run_1/floorplan.png
Pins as bars on the die edge. Tap cells in grey.
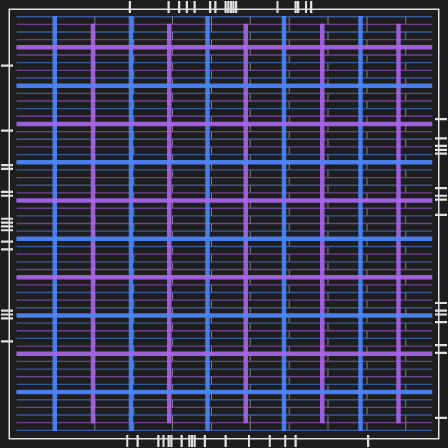
run_1/class_map.png
The bar under the picture is 50 µm long.
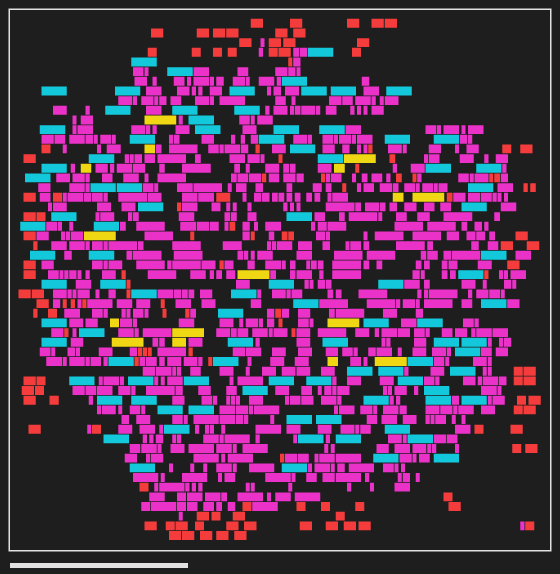
run_1/clock_wires.png
The bar under the picture is 50 µm long.
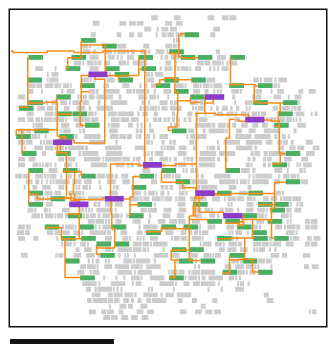
`src/rtl/hazard_scoreboard_pkg.sv`:
```
// Shared constants for the issue-stage hazard scoreboard.
// Default geometry and the branch opcodes the decoder flags as issue_branch.
package hazard_scoreboard_pkg;

  localparam int SB_NREG   = 32;
  localparam int SB_RW     = 5;
  localparam int SB_MAXLAT = 7;
  localparam int SB_BRPEN  = 1;

  localparam logic [5:0] OP_BEQ = 6'b000100;
  localparam logic [5:0] OP_BNE = 6'b000101;
  localparam logic [5:0] OP_J   = 6'b000010;

  function automatic logic is_branch_op(input logic [5:0] op);
    return (op == OP_BEQ) || (op == OP_BNE) || (op == OP_J);
  endfunction

endpackage

```
`src/rtl/hazard_scoreboard_sb_counter.sv`:
```
// Per-register result countdown for the hazard scoreboard.
// A load from a firing writer overrides the per-cycle decrement.
module sb_counter #(
  parameter int CW = 3
) (
  input  logic          clock,
  input  logic          reset,
  input  logic          load,
  input  logic [CW-1:0] load_val,
  output logic [CW-1:0] cnt,
  output logic          busy
);

  logic [CW-1:0] cnt_d;
  logic [CW-1:0] cnt_q;

  always_comb begin
    cnt_d = cnt_q;
    if (load) begin
      cnt_d = load_val;
    end else if (cnt_q != '0) begin
      cnt_d = cnt_q - 1'b1;
    end
  end

  always_ff @(posedge clock) begin
    if (reset) begin
      cnt_q <= '0;
    end else begin
      cnt_q <= cnt_d;
    end
  end

  assign cnt  = cnt_q;
  assign busy = cnt_q != '0;

endmodule

```
`src/rtl/hazard_scoreboard.sv`:
```
// Issue-stage scoreboard: RAW/WAW/branch-shadow stall generation.
// Register 0 is hardwired, so it never owns a counter.
module hazard_scoreboard
  import hazard_scoreboard_pkg::*;
#(
  parameter int NREG   = SB_NREG,
  parameter int RW     = SB_RW,
  parameter int MAXLAT = SB_MAXLAT,
  parameter int BRPEN  = SB_BRPEN,
  localparam int CW    = $clog2(MAXLAT + 1)
) (
  input  logic            clock,
  input  logic            reset,
  input  logic            issue_valid,
  input  logic [RW-1:0]   issue_rs,
  input  logic [RW-1:0]   issue_rt,
  input  logic            use_rs,
  input  logic            use_rt,
  input  logic            issue_wen,
  input  logic [RW-1:0]   issue_rd,
  input  logic [CW-1:0]   issue_lat,
  input  logic            issue_branch,
  input  logic            flush,
  output logic            stall,
  output logic            issue_fire,
  output logic [NREG-1:0] busy_mask,
  output logic [RW:0]     pending_cnt
);

  localparam int BW = (BRPEN > 0) ? $clog2(BRPEN + 1) : 1;
  localparam logic [CW-1:0] MAX_L  = CW'(MAXLAT);
  localparam logic [BW-1:0] BR_LD  = BW'(BRPEN);

  logic [NREG-1:0][CW-1:0] cnt;
  logic [CW-1:0]           lat_eff;
  logic                    raw;
  logic                    waw;
  logic                    brblk;
  logic                    wr_load;
  logic [BW-1:0]           br_cnt_d;
  logic [BW-1:0]           br_cnt_q;

  assign cnt[0]       = '0;
  assign busy_mask[0] = 1'b0;

  for (genvar r = 1; r < NREG; r++) begin : g_cnt
    sb_counter #(
      .CW(CW)
    ) u_cnt (
      .clock   (clock),
      .reset   (reset),
      .load    (wr_load && (issue_rd == RW'(r))),
      .load_val(lat_eff),
      .cnt     (cnt[r]),
      .busy    (busy_mask[r])
    );
  end

  // Hazards look only at pre-issue counts, so rd==rs never self-blocks.
  always_comb begin
    lat_eff = (issue_lat > MAX_L) ? MAX_L : issue_lat;
    raw = (use_rs && issue_rs != '0 && cnt[issue_rs] != '0)
       || (use_rt && issue_rt != '0 && cnt[issue_rt] != '0);
    waw = issue_wen && issue_rd != '0
       && (cnt[issue_rd] > lat_eff);
    brblk      = br_cnt_q != '0;
    stall      = issue_valid && !flush && (raw || waw || brblk);
    issue_fire = issue_valid && !flush && !stall;
    wr_load    = issue_fire && issue_wen && issue_rd != '0;
  end

  always_comb begin
    br_cnt_d = br_cnt_q;
    if (flush) begin
      br_cnt_d = '0;
    end else if (issue_fire && issue_branch) begin
      br_cnt_d = BR_LD;
    end else if (br_cnt_q != '0) begin
      br_cnt_d = br_cnt_q - 1'b1;
    end
  end

  always_ff @(posedge clock) begin
    if (reset) begin
      br_cnt_q <= '0;
    end else begin
      br_cnt_q <= br_cnt_d;
    end
  end

  always_comb begin
    pending_cnt = '0;
    for (int i = 0; i < NREG; i++) begin
      pending_cnt = pending_cnt + (RW+1)'(busy_mask[i]);
    end
  end

endmodule

```
`config.mk`:
```
export PLATFORM = sky130hd
export DESIGN_NAME = hazard_scoreboard
export DESIGN_NICKNAME = d
export VERILOG_FILES = /design/src/rtl/hazard_scoreboard_pkg.sv /design/src/rtl/hazard_scoreboard_sb_counter.sv /design/src/rtl/hazard_scoreboard.sv
export SDC_FILE = /design/constraint.sdc
export NUM_CORES = 1
export LEC_CHECK = 0
export ABC_CLOCK_PERIOD_IN_PS = 10700
export CAP_MARGIN = 20
export CORE_MARGIN = 2
export CORE_UTILIZATION = 40
export CTS_CLUSTER_SIZE = 28
export DETAILED_ROUTE_END_ITERATION = 8
export GPL_TIMING_DRIVEN = 0
export HOLD_SLACK_MARGIN = 0.02
export PLACE_DENSITY_LB_ADDON = 0.3
export SYNTH_ARGS = -nofsm -noshare
export SYNTH_HDL_FRONTEND = slang
export SYNTH_SLANG_ARGS = --single-unit
```
`constraint.sdc`:
```
create_clock -name clock -period 10.7 [get_ports clock]
set_input_delay 1.605 -clock clock [delete_from_list [all_inputs] [get_ports clock]]
set_output_delay 1.605 -clock clock [all_outputs]
set_load 0.01 [all_outputs]
```
==> results.rst, run 1 <==
Flow metrics
------------

.. list-table::
   :header-rows: 1

   * - Metric
     - Value
   * - Result of the run
     - finished clean
   * - Crit-path leading delay family
     - buffers and inverters
   * - Register share after synthesis
     - 21.5%
   * - Number of buffers created by CTS
     - 9
   * - Critical Path Start Type
     - input pin
   * - Die Size
     - 23,100 µm²
   * - CTS Root Buffer Type
     - sky130_fd_sc_hd__clkbuf_16
   * - Maximum buffer depth of the clock tree
     - 2
   * - Post-layout period usage of the worst path
     - slightly above 80%
   * - Mux cell area share after synthesis
     - 25.6%
   * - Area leader, netlist
     - sky130_fd_sc_hd__dfxtp_1
   * - Count of pins over their slew limit
     - 0
   * - Sequence of cells on the critical path
     - clkdlybuf4s50_1 -> clkbuf_1 -> clkbuf_1 -> mux4_2 -> mux4_2 -> mux2_2 -> ha_1 -> nor2b_1 -> o21ai_0 -> a21oi_1 -> nor2_1 -> nand4_2 -> buf_2 -> nor3_1 -> clkdlybuf4s50_1
   * - Share of flip-flops with an asynchronous set or reset
     - 0%
   * - YS chip area
     - 8760 µm²
   * - Number of enable-type register cells in the synthesized netlist
     - 0
   * - Worst Path Buf+Inv
     - 5
   * - Average vias per placed instance
     - ~5.6
   * - Number of buffers inserted for hold repair after clock tree synthesis
     - 0
   * - CP required
     - around 9 ns
   * - Area fraction in and, or, nand and nor cells after synthesis
     - 17.8%
   * - Initial standard-cell utilization of the core
     - 40.4%
   * - Routed length on met3
     - 1660 µm
   * - Biggest fanout along the worst timing path
     - 10
   * - Dominant synthesized flop cell
     - sky130_fd_sc_hd__dfxtp_1
   * - Relative max-transition margin
     - between 30% and 40%
   * - Post-synthesis instance total
     - 947
   * - Ao+oa area frac
     - around 6.4%
   * - Global placement routability congestion
     - 1.01
   * - Drt drc
     - 0
   * - DRT Wirelength
     - 26,900 µm
   * - Number of warnings in the stage logs
     - ~57
   * - Worst Setup Slack post-DPL
     - 2.10 ns
   * - XOR/XNOR share of the synthesized area
     - 3.40%
   * - Area added between synthesis and finish
     - 13.7%
   * - Met1 demand-to-capacity share in global routing
     - 30.7%
   * - Antenna violation net count after detailed routing
     - 0
   * - Met1 layer wirelength in the final routing
     - around 12,000 µm
   * - Input/output buffers
     - 56
   * - Total setup buffers inserted after CTS
     - 0
   * - Die H
     - 152 µm
   * - Share of post-route cells with drive strength above 1
     - ~16%
   * - Critical Path Max Stage Delay
     - 0.70 ns
   * - Vias
     - 7,294
   * - CTS tree
     - yes
   * - Top non-seq family
     - multiplexers
   * - Register area
     - 1880 µm²
   * - Routed length on met2
     - ~13,000 µm
   * - Most Used Layer, Global Route
     - met2
   * - Worst hold stages
     - 3
   * - Reg2Reg Depth
     - 12
   * - Gr usage total
     - 23.1%
   * - Maximum number of pins on one net before global-route repair
     - 19
   * - Synth warnings
     - 0
   * - Estimated wirelength of the detail-placed design
     - 21,200 µm
   * - Number of H-tree branching levels
     - 3
   * - Setup repair after global routing missed its margin
     - no
   * - Type of the worst setup path
     - input pin to primary output
   * - Number of design-rule violations left by the first detailed-router iteration
     - 633
   * - Ranking of synthesized cells by area
     - sky130_fd_sc_hd__dfxtp_1 (21%), sky130_fd_sc_hd__ha_1 (10%), sky130_fd_sc_hd__mux4_2 (9.8%)
   * - Number of iterations in the first detailed-routing pass
     - 5
   * - Number of cells in Yosys stat
     - 947
   * - Final net count
     - 1,135
   * - Number of nets at floorplan
     - ~1,100
   * - Top Layout Cells
     - sky130_fd_sc_hd__nor2_1 (137), sky130_fd_sc_hd__inv_1 (112), sky130_fd_sc_hd__dfxtp_1 (94)
   * - Measured slew at the worst slew-check pin
     - approximately 1.0 ns
   * - Worst-path clk slew
     - 0.07 ns
   * - DIE WIDTH
     - 152 µm
   * - Final sum of negative setup slack
     - 0 ns
   * - CP endpoint kind
     - primary output
   * - Levels on crit path
     - 15
   * - Post-Synth Adder-Cell Area
     - 15.5%
   * - Critical path arrival
     - 7.16 ns
   * - Final worst hold slack
     - around 0.62 ns
   * - Post-route minimum period
     - slightly below 9 ns
-- floorplan.png (at the start) --
Key: purple = VDD; blue = VSS
280 tap cells. 66 signal pins sit on the boundary. 10 straps on met4.

-- class_map.png (at the start) --
Key: red = remaining buffers and delay cells [cells 135, share of their area 10%]; yellow = clock drivers and dummy loads [cells 16, share of their area 3.0%]; magenta = remaining logic cells [cells 774, share of their area 67%]; cyan = sequential cells [cells 94, share of their area 20%]

-- clock_wires.png (at the start) --
Key: green = flip-flops [count 94]; orange = clock wires [length 1,470 µm]; purple = clock-net drivers [count 9]
There are 10 routed clock nets. Position of the flops: widely spread.
insertion delay of the later-clocked pin in the worst-skew pair: 0.37 ns
largest clock skew in the final design: 0.0146 ns

run 1: layout make-up:
class                           instances  area share, %
Clock inverter                          7          0.628
Tap cell                              280           3.52
Inverter                              113           4.26
Sequential cell                        94           18.9
Clock buffer                            9           2.26
Buffer                                 79           4.37
Timing Repair Buffer                   56           5.63
Multi-Input combinational cell        661           60.4
run 1: worst paths after layout:
kind	startpoint	endpoint	slack (ns)
max	issue_rd[1]	issue_fire	1.94
min	g_cnt[1].u_cnt.cnt[1]	g_cnt[1].u_cnt.cnt[1]	0.62
max reg2reg	g_cnt[22].u_cnt.cnt[1]	g_cnt[23].u_cnt.cnt[0]	6.37
min reg2reg	g_cnt[1].u_cnt.cnt[1]	g_cnt[1].u_cnt.cnt[1]	0.62
run 1: metrics by stage:
stage | instance area, µm² | utilization [%]
6_report | 9960 | 45.9
5_1_grt | 9960 | 45.9
4_1_cts | 9960 | 45.9
3_5_place_dp | 9670 | 44.6
3_3_place_gp | 9670 | 44.6
2_1_floorplan | 8760 | -
run 1: synthesized netlist by cell type (2+ instances only):
| master | number |
|---|---|
| sky130_fd_sc_hd__a2111oi_0 | 6 |
| sky130_fd_sc_hd__a211o_1 | 31 |
| sky130_fd_sc_hd__a211oi_1 | 2 |
| sky130_fd_sc_hd__a21o_1 | 3 |
| sky130_fd_sc_hd__a21oi_1 | 8 |
| sky130_fd_sc_hd__a22o_1 | 3 |
| sky130_fd_sc_hd__a31oi_1 | 2 |
| sky130_fd_sc_hd__buf_1 | 7 |
| sky130_fd_sc_hd__buf_2 | 9 |
| sky130_fd_sc_hd__buf_4 | 32 |
| sky130_fd_sc_hd__clkbuf_1 | 30 |
| sky130_fd_sc_hd__dfxtp_1 | 94 |
| sky130_fd_sc_hd__fa_1 | 23 |
| sky130_fd_sc_hd__ha_1 | 72 |
| sky130_fd_sc_hd__inv_1 | 112 |
| sky130_fd_sc_hd__mux2_1 | 30 |
| sky130_fd_sc_hd__mux2_2 | 35 |
| sky130_fd_sc_hd__mux2i_1 | 65 |
| sky130_fd_sc_hd__mux4_2 | 38 |
| sky130_fd_sc_hd__nand2_1 | 15 |
| sky130_fd_sc_hd__nand2b_1 | 33 |
| sky130_fd_sc_hd__nand3_1 | 15 |
| sky130_fd_sc_hd__nand4_1 | 3 |
| sky130_fd_sc_hd__nand4b_1 | 2 |
| sky130_fd_sc_hd__nor2_1 | 137 |
| sky130_fd_sc_hd__nor2b_1 | 9 |
| sky130_fd_sc_hd__nor3_1 | 37 |
| sky130_fd_sc_hd__nor4_1 | 4 |
| sky130_fd_sc_hd__nor4_2 | 11 |
| sky130_fd_sc_hd__o21ai_0 | 4 |
| sky130_fd_sc_hd__o31ai_1 | 2 |
| sky130_fd_sc_hd__o41ai_1 | 2 |
| sky130_fd_sc_hd__or3_1 | 2 |
| sky130_fd_sc_hd__or4_1 | 6 |
| sky130_fd_sc_hd__or4_4 | 12 |
| sky130_fd_sc_hd__or4b_1 | 2 |
| sky130_fd_sc_hd__xnor2_1 | 32 |
| sky130_fd_sc_hd__xor2_1 | 2 |
run 1: flip-flops by register name, indices dropped and copies added (netlist names):
signal           count
g_cnt.u_cnt.cnt     93
br_cnt_q             1
==> run 2: changes to the inputs <==
ABC_CLOCK_PERIOD_IN_PS = 8800   (was 10700)
clock period = 8.8 ns   (was 10.7 ns; I/O delays follow)
run_2/clock_nets.png
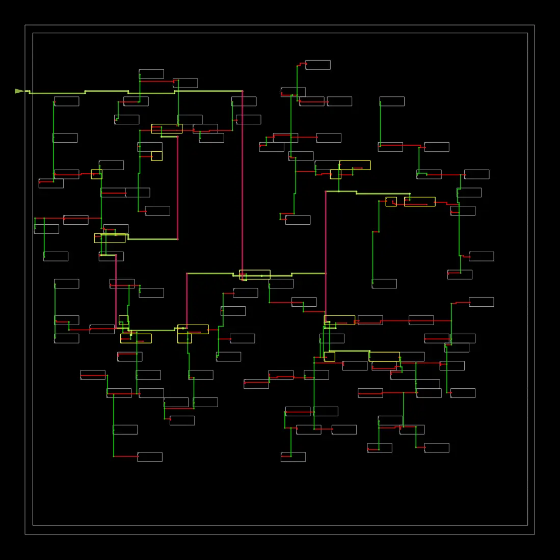
Num Clock Sinks: 94
number of clock-tree buffers in the layout: 9

run_2/floorplan.png
Pins as bars on the die edge. Tap cells in grey.
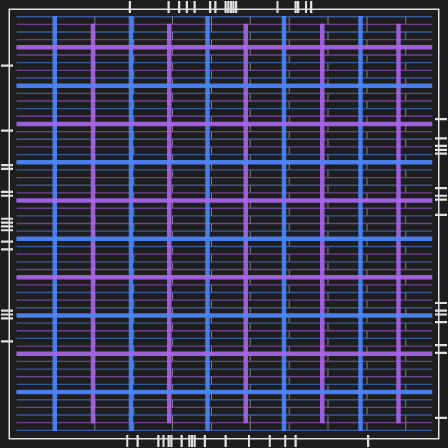
Key: blue = VSS; purple = VDD
The core has 54 rows. 10 straps on met5. 55 met1 rails follow the rows. 66 signal pins sit on the boundary. 280 tap cells.

==> results.rst, run 2 <==
Flow metrics
------------

.. list-table::
   :header-rows: 1

   * - Metric
     - Value
   * - Worst-path clk slew
     - 0.07 ns (about the same)
   * - Number of design-rule violations left by the first detailed-router iteration
     - 633 (unchanged)
   * - Critical Path Start Type
     - input pin (unchanged)
   * - Die Size
     - 23,100 µm² (unchanged)
   * - Post-synthesis instance total
     - 947 (unchanged)
   * - Setup slack, reg-to-reg
     - 4.47 ns (was 6.37 ns)
   * - Biggest fanout along the worst timing path
     - 10 (unchanged)
   * - Number of iterations in the first detailed-routing pass
     - 5 (unchanged)
   * - Input/output buffers
     - 56 (unchanged)
   * - CP required
     - 7.48 ns (was 9.10 ns)
   * - DRT Wirelength
     - 26,900 µm (unchanged)
   * - Area added between synthesis and finish
     - 13.7% (unchanged)
   * - Largest clock skew in the final design
     - 0.0146 ns (unchanged)
   * - Average vias per placed instance
     - 5.62 (unchanged)
   * - CTS tree
     - yes (unchanged)
   * - Estimated wirelength of the detail-placed design
     - 21,200 µm (unchanged)
   * - Final sum of negative setup slack
     - 0 ns (unchanged)
   * - Drt drc
     - 0 (unchanged)
   * - Vias
     - 7,294 (unchanged)
   * - DIE WIDTH
     - 152 µm (unchanged)
   * - Type of the worst setup path
     - input pin to primary output (unchanged)
   * - Register share after synthesis
     - 21.5% (unchanged)
   * - Critical path arrival
     - 6.87 ns (was 7.16 ns)
   * - Global placement routability congestion
     - 1.01 (unchanged)
   * - Maximum buffer depth of the clock tree
     - 2 (unchanged)
   * - Final net count
     - 1,135 (unchanged)
   * - Top Layout Cells
     - sky130_fd_sc_hd__nor2_1 (137), sky130_fd_sc_hd__inv_1 (112), sky130_fd_sc_hd__dfxtp_1 (94) (unchanged)
   * - Area leader, netlist
     - sky130_fd_sc_hd__dfxtp_1 (unchanged)
   * - Number of enable-type register cells in the synthesized netlist
     - 0 (unchanged)
   * - Most popular library cell in the synthesized design by count
     - sky130_fd_sc_hd__nor2_1 (unchanged)
   * - Measured slew at the worst slew-check pin
     - 1.00 ns (unchanged)
   * - Die H
     - 152 µm (unchanged)
   * - Post-DP Area
     - 9670 µm² (unchanged)
   * - Share of post-route cells with drive strength above 1
     - 15.7% (unchanged)
   * - CTS Root Buffer Type
     - sky130_fd_sc_hd__clkbuf_16 (unchanged)
   * - Maximum number of pins on one net before global-route repair
     - 19 (unchanged)
   * - Final worst hold slack
     - 0.623 ns (unchanged)
   * - Synth warnings
     - 0 (unchanged)
   * - Number of H-tree branching levels
     - 3 (unchanged)
   * - Initial standard-cell utilization of the core
     - 40.4% (unchanged)
   * - Dominant synthesized flop cell
     - sky130_fd_sc_hd__dfxtp_1 (unchanged)
   * - Post-route minimum period
     - 8.19 ns
   * - Finished Cell Area
     - 9960 µm² (unchanged)
   * - Post-layout period usage of the worst path
     - 93.1%
   * - Result of the run
     - finished clean (unchanged)
   * - Gr usage total
     - 23.1% (unchanged)
   * - Number of buffers created by CTS
     - 9 (unchanged)
   * - Number of cells in Yosys stat
     - 947 (unchanged)
   * - Total setup buffers inserted after CTS
     - 0 (unchanged)
   * - CP endpoint kind
     - primary output (unchanged)
   * - List of most frequent post-synthesis cells
     - sky130_fd_sc_hd__nor2_1 (137), sky130_fd_sc_hd__inv_1 (112), sky130_fd_sc_hd__dfxtp_1 (94) (unchanged)
   * - Antenna violation net count after detailed routing
     - 0 (unchanged)
   * - Vias in the first global route
     - 7,036 (unchanged)
   * - Count of final setup violators
     - 0 (unchanged)
   * - Most numerous logic cell after layout
     - sky130_fd_sc_hd__nor2_1 (unchanged)
   * - Setup repair after global routing missed its margin
     - no (unchanged)
   * - Insertion delay of the later-clocked pin in the worst-skew pair
     - 0.37 ns (about the same)
   * - YS chip area
     - 8760 µm² (unchanged)
-- run 2: cell counts in the layout (fill, tap and decap cells not counted) --
Identical to the previous run, type by type.
-- run 2: path summary, 6_finish.rpt --
kind / from / endpoint / depth (start not counted)
min: g_cnt[1].u_cnt.cnt[1] / g_cnt[1].u_cnt.cnt[1] / 3
max: issue_rd[1] / issue_fire / 15
min reg2reg: g_cnt[1].u_cnt.cnt[1] / g_cnt[1].u_cnt.cnt[1] / 3
max reg2reg: g_cnt[22].u_cnt.cnt[1] / g_cnt[23].u_cnt.cnt[0] / 12
-- run 2: critical path, cell delays in order --
cell and delay [ns]:
sky130_fd_sc_hd__clkdlybuf4s50_1 0.70, sky130_fd_sc_hd__clkbuf_1 0.67, sky130_fd_sc_hd__clkbuf_1 0.66, sky130_fd_sc_hd__mux4_2 0.43, sky130_fd_sc_hd__mux4_2 0.54, sky130_fd_sc_hd__mux2_2 0.29
sky130_fd_sc_hd__ha_1 0.30, sky130_fd_sc_hd__nor2b_1 0.13, sky130_fd_sc_hd__o21ai_0 0.17, sky130_fd_sc_hd__a21oi_1 0.15, sky130_fd_sc_hd__nor2_1 0.14, sky130_fd_sc_hd__nand4_2 0.24
sky130_fd_sc_hd__buf_2 0.30, sky130_fd_sc_hd__nor3_1 0.25, sky130_fd_sc_hd__clkdlybuf4s50_1 0.58
-- run 2: cell type report --
class	instances	area [µm²]	share of cell area [%]
Sequential cell	94	1880	18.9
Clock inverter	7	62.6	0.628
Tap cell	280	350	3.52
Inverter	113	424	4.26
Clock buffer	9	225	2.26
Multi-Input combinational cell	661	6020	60.4
Buffer	79	435	4.37
Timing Repair Buffer	56	561	5.63
-- run 2: through the flow --
| step | worst slack [ns] | instances | util (%) |
|---|---|---|---|
| final | 0.606 | 1299 | 45.9 |
| after global routing | 0.473 | 1299 | 45.9 |
| after CTS | 0.754 | 1299 | 45.9 |
| after detailed placement | 0.769 | 1283 | 44.6 |
| after global placement | 0.764 | 1283 | 44.6 |
| after floorplan | 2.39 | 947 | - |
-- run 2: cell families after synthesis --
group / Yosys count / share of synthesized area, %
and+or+nand+nor: 293 / 17.8
muxes: 168 / 25.6
adders and majority gates: 95 / 15.5
buffers and inverters: 192 / 9.81
xor gates and xnor gates: 34 / 3.40
AOI/OAI and AO/OA: 70 / 6.40
DFF: 94 / 21.5
other: 1 / 0.0428
-- run 2: per-layer routing --
metal	track usage [%]	vias to the layer above	wire (µm)
met1	30.7	3570	11700
li1	-	3375	-
met5	0	-	0
met3	3.42	57	1660
met4	8.19	0	837
met2	38.5	292	12800
